placement_by_type.png
Scale: 4 px per um. Fill, decap, tap and diode cells in gray.
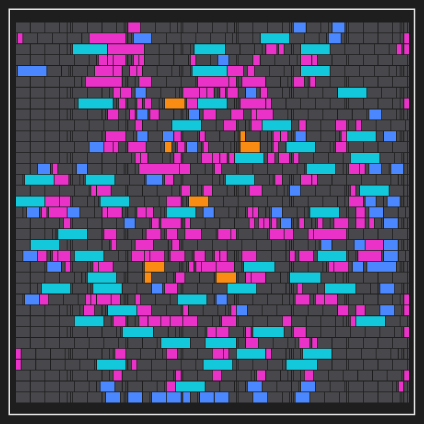
layer_met2.png
Scale: 4 px per um.
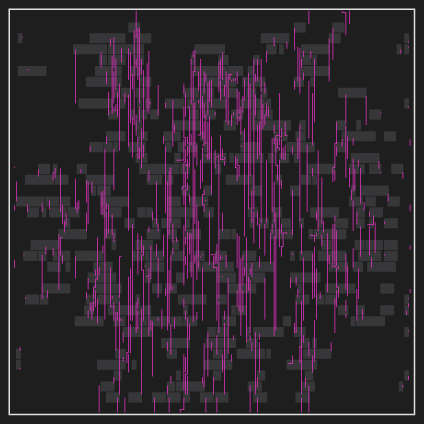
io_placement.png
Scale: 3 px per um. Pins as bars across the die edge, other pins in gray.
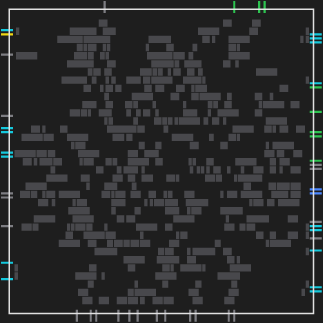
clocks.png
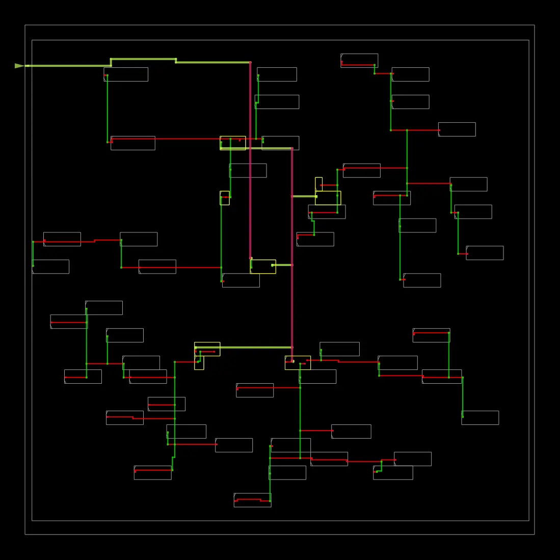
**src/rtl/irq_ctrl_pkg.sv**
```systemverilog
// Shared types and constants for the irq_ctrl prioritized interrupt controller.
// State encoding, register map and small bit helpers.
package irq_ctrl_pkg;

    typedef enum logic [1:0] {
        ST_IDLE    = 2'd0,
        ST_REQ     = 2'd1,
        ST_SERVICE = 2'd2
    } state_e;

    localparam logic [1:0] REG_MASK = 2'd0;
    localparam logic [1:0] REG_PEND = 2'd1;
    localparam logic [1:0] REG_ISR  = 2'd2;
    localparam logic [1:0] REG_CTRL = 2'd3;

    localparam int GIE_BIT = 0;

    function automatic logic [7:0] onehot8(input logic [2:0] id);
        return 8'd1 << id;
    endfunction

endpackage

```
**src/rtl/irq_prio_enc.sv**
```systemverilog
// 8-bit priority encoder: reports the lowest set index and whether any bit is set.
// Index 0 wins, matching source 0 being the highest-priority interrupt.
module irq_prio_enc (
    input  logic [7:0] req_i,
    output logic       valid_o,
    output logic [2:0] id_o
);

    always_comb begin
        valid_o = |req_i;
        id_o    = 3'd0;
        for (int i = 7; i >= 0; i--) begin
            if (req_i[i]) id_o = 3'(i);
        end
    end

endmodule

```
**src/rtl/irq_ctrl.sv**
```systemverilog
// Prioritized interrupt controller: edge latch, mask, GIE, request/ack/EOI FSM.
// Define IRQ_CTRL_NESTING_EN to allow a higher-priority source to preempt service.
module irq_ctrl
    import irq_ctrl_pkg::*;
#(
    parameter int          N_SRC    = 8,
    parameter logic [15:0] VEC_BASE = 16'h0008
) (
    input  logic             clk_i,
    input  logic             rst_i,
    input  logic [N_SRC-1:0] src_i,
    output logic             irq_o,
    output logic [15:0]      vec_o,
    input  logic             ack_i,
    input  logic             eoi_i,
    input  logic             sel_i,
    input  logic             we_i,
    input  logic [1:0]       addr_i,
    input  logic [7:0]       wdata_i,
    output logic [7:0]       rdata_o
);

    localparam logic [7:0] SRC_M = 8'((9'd1 << N_SRC) - 9'd1);

    logic [7:0]  src_w, edge_w, cand_w;
    logic [7:0]  src_q, mask_q, mask_d, pend_q, pend_d;
    logic [7:0]  isr_q, isr_d, rdata_q, rdata_d;
    logic        gie_q, gie_d;
    logic [2:0]  id_q, id_d;
    logic [15:0] vec_q, vec_d;
    state_e      state_q, state_d;

    logic        cand_v, isr_v, take_w, wr_w, rd_w;
    logic [2:0]  cand_id, isr_id;

    assign src_w  = 8'(src_i) & SRC_M;
    assign edge_w = src_w & ~src_q;
    assign cand_w = pend_q & mask_q & {8{gie_q}};
    assign wr_w   = sel_i & we_i;
    assign rd_w   = sel_i & ~we_i;

    irq_prio_enc u_cand_enc (
        .req_i   (cand_w),
        .valid_o (cand_v),
        .id_o    (cand_id)
    );

    irq_prio_enc u_isr_enc (
        .req_i   (isr_q),
        .valid_o (isr_v),
        .id_o    (isr_id)
    );

`ifdef IRQ_CTRL_NESTING_EN
    assign take_w = cand_v & (~isr_v | (cand_id < isr_id));
`else
    assign take_w = cand_v & ~isr_v;
`endif

    always_comb begin
        state_d = state_q;
        id_d    = id_q;
        vec_d   = vec_q;
        mask_d  = mask_q;
        pend_d  = pend_q;
        isr_d   = isr_q;
        gie_d   = gie_q;

        if (wr_w) begin
            unique case (addr_i)
                REG_MASK: mask_d = wdata_i & SRC_M;
                REG_PEND: pend_d = pend_q & ~wdata_i;
                REG_CTRL: gie_d  = wdata_i[GIE_BIT];
                default:  ;
            endcase
        end

        unique case (state_q)
            ST_IDLE: begin
                if (take_w) begin
                    state_d = ST_REQ;
                    id_d    = cand_id;
                    vec_d   = VEC_BASE + {11'd0, cand_id, 2'b00};
                end
            end
            ST_REQ: begin
                if (ack_i) begin
                    state_d = ST_SERVICE;
                    pend_d  = pend_d & ~onehot8(id_q);
                    isr_d   = isr_q | onehot8(id_q);
                end
            end
            ST_SERVICE: begin
                // EOI has precedence over a same-cycle preemption.
                if (eoi_i) begin
                    isr_d   = isr_q & ~onehot8(isr_id);
                    state_d = (isr_d != 8'h00) ? ST_SERVICE : ST_IDLE;
                end else if (take_w) begin
                    state_d = ST_REQ;
                    id_d    = cand_id;
                    vec_d   = VEC_BASE + {11'd0, cand_id, 2'b00};
                end
            end
            default: state_d = ST_IDLE;
        endcase

        pend_d = (pend_d | edge_w) & SRC_M;
    end

    always_comb begin
        rdata_d = rdata_q;
        if (rd_w) begin
            unique case (addr_i)
                REG_MASK: rdata_d = mask_q;
                REG_PEND: rdata_d = pend_q;
                REG_ISR:  rdata_d = isr_q;
                REG_CTRL: rdata_d = {7'd0, gie_q};
                default:  rdata_d = 8'h00;
            endcase
        end
    end

    always_ff @(posedge clk_i) begin
        if (rst_i) begin
            state_q <= ST_IDLE;
            id_q    <= 3'd0;
            vec_q   <= 16'h0000;
            src_q   <= 8'h00;
            mask_q  <= 8'h00;
            pend_q  <= 8'h00;
            isr_q   <= 8'h00;
            gie_q   <= 1'b0;
            rdata_q <= 8'h00;
        end else begin
            state_q <= state_d;
            id_q    <= id_d;
            vec_q   <= vec_d;
            src_q   <= src_w;
            mask_q  <= mask_d;
            pend_q  <= pend_d;
            isr_q   <= isr_d;
            gie_q   <= gie_d;
            rdata_q <= rdata_d;
        end
    end

    assign irq_o   = (state_q == ST_REQ);
    assign vec_o   = vec_q;
    assign rdata_o = rdata_q;

endmodule

```
**config.mk**
```make
export PLATFORM = sky130hd
export DESIGN_NAME = irq_ctrl
export DESIGN_NICKNAME = d
export VERILOG_FILES = /design/src/rtl/irq_ctrl_pkg.sv /design/src/rtl/irq_prio_enc.sv /design/src/rtl/irq_ctrl.sv
export SDC_FILE = /design/constraint.sdc
export NUM_CORES = 1
export LEC_CHECK = 0
export CELL_PAD_IN_SITES_DETAIL_PLACEMENT = 0
export CELL_PAD_IN_SITES_GLOBAL_PLACEMENT = 1
export CORE_UTILIZATION = 25
export DETAILED_ROUTE_END_ITERATION = 12
export PLACE_DENSITY_LB_ADDON = 0.12
export SETUP_SLACK_MARGIN = 0.3
export SLEW_MARGIN = 0
export SYNTH_ARGS = -nofsm -noshare
export SYNTH_HDL_FRONTEND = slang
export SYNTH_SLANG_ARGS = --single-unit
```
**constraint.sdc**
```tcl
create_clock -name clk_i -period 1.95 [get_ports clk_i]
set_input_delay 0.39 -clock clk_i [delete_from_list [all_inputs] [get_ports clk_i]]
set_output_delay 0.39 -clock clk_i [all_outputs]
set_load 0.05 [all_outputs]
```
==> qor.json <==
{
  "worst_setup_path": {
    "path_buffers": 1,
    "worstReg2RegEnd": "isr_q[6]$_SDFFE_PP0P_",
    "worstReg2RegStart": "state_q[0]$_SDFFE_PP0N_",
    "worst_setup_path_end_kind": "register",
    "path_cells": "inv_4 > ha_4 > nand4_1 > or3_4 > o31ai_4 > a21oi_2",
    "crit_fanout": 4,
    "critPathTopFamily": "simple AND/OR/NAND/NOR gates",
    "worst-endpoint-required_ns": 2.15,
    "crit_start": "state_q[0]$_SDFFE_PP0N_",
    "crit_path_top_delay_cell": "or3_4",
    "setup_crit_end": "isr_q[6]$_SDFFE_PP0P_",
    "cp_slowest_stage_delay_ns": 0.41,
    "setup.reg_to_reg.worst_slack_ns": 0.34,
    "timing.critical_path.depth": 6,
    "timing.reg2reg.worst_path_depth": 6,
    "start_kind": "register",
    "cp.arrival_ns": 1.81,
    "timing.setup.critical_path_class": "reg -> reg"
  },
  "global_routing": {
    "pin_count_of_the_biggest_net_entering_global_routing": 16,
    "wire_length_of_the_first_global_routing_pass_mm": 10.6,
    "grt.busiest_layer": "met2",
    "via_count_of_the_first_global_routing_pass": 2041,
    "globalRouteMet2Util_pct": 22.0,
    "gr-usage-met1_pct": 18.4,
    "global_route.usage.total_pct": 13.7,
    "globalRoute.totalOverflow": 0,
    "antenna_found_initial": 0,
    "groute.layer.met3.usage_pct": 2.91
  },
  "drt": {
    "postRouteWirelength_mm": 6.57,
    "drt_wl_cell_um": 14.2,
    "drt_first_pass_iters": 4,
    "detailroute.wirelength.met3_um": 273,
    "route.detailed.drc": 0,
    "post_drt_via_cell_ratio": 4.61,
    "total_met2_wirelength_after_detailed_routing_mm": 3.02,
    "drt-initial-drc-count": 50,
    "highest-signal-layer": "met4",
    "antenna_violating_nets_post_route": 0,
    "drt-met1-wl_mm": 3.20,
    "route.vias.total": 2131
  },
  "timing": {
    "rsz0062_at_grt": "true",
    "max_freq_ghz": 0.620,
    "final_number_of_hold_violating_endpoints": 0,
    "layout_worst_path_cycle_share_pct": 82.7,
    "tightest_slew_ns": 0.524,
    "tns_ns": 0,
    "setup_viol": 0,
    "final_period_minus_worst_setup_slack_ns": 1.61,
    "worst_hold_slack_ns": 0.434,
    "timing.final.ws_setup_ns": 0.337,
    "max_slew_margin_pct": 64.9,
    "report.final.slew_viol_count": 0
  },
  "placement": {
    "number_of_placed_instances_with_taps_included": 451,
    "numPortBuffers": 36,
    "placedInstanceArea_um2": 3050,
    "place.gp.congestion": 0.813,
    "placement.setup.worst_slack_ns": -0.0313,
    "detailed_place_hpwl_mm": 4.94
  },
  "run": {
    "stage_log_warnings": 32,
    "max_cap_viol_count": 0
  },
  "synthesis": {
    "synth_async_sr_flop_share_pct": 0,
    "ys_seq_share_pct": 40.1,
    "postSynth.topFlopCell": "dfxtp_1",
    "syn-cell-area_um2": 2450,
    "synth-area-yosys_um2": 2450,
    "count_of_distinct_cell_types_in_the_synthesized_netlist": 40,
    "top_cell_area_share_pct": 40.1,
    "yosysWarningCount": 0,
    "synth_dominant_cell_count": "dfxtp_1",
    "synth.top_cells.by_count": "49 x dfxtp_1, 36 x nor2_1, 21 x mux2i_1",
    "top_area_cell": "dfxtp_1",
    "postSynthCellCount": 277,
    "edff_count_synth": 0,
    "postSynthAreaPerCell_um2": 8.83,
    "total_cells_reported_by_yosys_after_synthesis": 277,
    "area_leaders": "dfxtp_1 40%, mux2i_1 8.6%, nor2_1 5.5%",
    "ys.flops": 49
  },
  "min_path": {
    "timing.hold.worst.start": "rst_i",
    "min_to": "mask_q[4]$_SDFFE_PP0P_",
    "worstHoldPathCells": 2,
    "hp-class": "in -> reg"
  },
  "floorplan": {
    "row_count": 35,
    "number_of_primary_i_o_pins": 49,
    "design.die.area_um2": 10200,
    "fp_util_pct": 26.1,
    "die_h_um": 101,
    "dieWidth_um": 101,
    "fp.coreArea_um2": 9370,
    "floorplan.tapcells": 129
  },
  "final_layout": {
    "flop_area_um2": 1000,
    "seq_cell_count": 49,
    "final_util_pct": 35.1,
    "insertedDiodeCount": 0,
    "seq_share_pct": 30.5,
    "clockNetworkAreaShare_pct": 2.51,
    "buffers_excl_clock": 59,
    "layout.filler_cells": 1000,
    "comb_area_share_pct": 44.0,
    "final_nets": 361,
    "nonClkBufAreaFrac_pct": 16.4,
    "final_cell_mix": "38 x dfxtp_1, 36 x nor2_1, 22 x buf_4, 21 x mux2i_1, 21 x clkdlybuf4s50_1",
    "layout_top_cell_excl_fill_tap": "dfxtp_1",
    "area_delta_synth_final_pct": 34.5,
    "inv_count": 13,
    "layout.cells.non_filler": 462,
    "top_area_cell_class": "multi-input combinational cells",
    "design_area_um2": 3290,
    "proportion_of_layout_cells_with_a_drive_suffix_above_1_pct": 21.3,
    "multi_input_comb_area_um2": 1450,
    "final.clkbuf_count": 6,
    "logic_gates": 204
  },
  "cts": {
    "ctsRootBufferMaster": "clkbuf_8",
    "path_clk_slew_ns": 0.09,
    "max-clock-path-buffers": 2,
    "cts_made_buffers": 5,
    "postCtsHoldBufs": 0,
    "cts_max_level": 2,
    "cts_tree": "done"
  },
  "pwr": {
    "powerDensity_nw_per_um2": 598,
    "power.leakage_nw": 1.32,
    "maximum_vdd_ir_drop_uv": 218,
    "power_w": 0.00197
  },
  "outcome": {
    "status": "finished, final reports clean"
  }
}
Back to the opening pictures, placement_by_type.png:
[orange] clock drivers and dummy loads | cells: 8 | share of their area: 2.6%
[cyan] flops | cells: 49 | share of their area: 32%
[blue] other buffers and delay cells | cells: 59 | share of their area: 17%
[magenta] combinational and other logic | cells: 217 | share of their area: 48%

Back to the opening pictures, layer_met2.png:
longest straight run: 54.7 um
nets with wire on the layer: 303
main direction: vertical

Back to the opening pictures, io_placement.png:
[blue] addr_i | pins: 2 | direction: input | edge: right
[cyan] vec_o | pins: 16 | direction: output | edge: 9 right, 7 left
[green] rdata_o | pins: 8 | direction: output | edge: 5 right, 3 top
[yellow] clk_i | pins: 1 | direction: input | edge: left

Back to the opening pictures, clocks.png:
worst clock skew on the final layout: 0.00662 ns
TritonCTS sink count: 49
insertion delay to the later sink of the worst-skew pair: 0.30 ns

==> worst reg2reg max path, cell delays in order (launching register included) <==
cell,delay (ns)
dfxtp_4,0.40
inv_4,0.05
ha_4,0.27
nand4_1,0.12
or3_4,0.41
o31ai_4,0.19
a21oi_2,0.07
==> timing repair <==
item | CTS | global route
gates resized | 24 | 31
setup buffers | 0 | 3
pin swaps | 1 | 9
setup endpoints to repair | 20 | 15
==> kinds of logic after synthesis <==
kind of cell	count (synthesis)	share of synthesized area, %
mux	22	9.51
other cells	1	0.153
buf+inv	35	7.42
compound gates	66	19.4
simple gates	99	20.9
fa+ha+maj	5	2.56
flops	49	40.1
==> power by group <==
part,total [W],internal [W],switching (W)
Clock,0.000603,0.000250,0.000353
Sequential,0.00107,0.00104,0.0000289
Combinational,0.000299,0.000121,0.000179
Power and IR drop assume default switching activity.
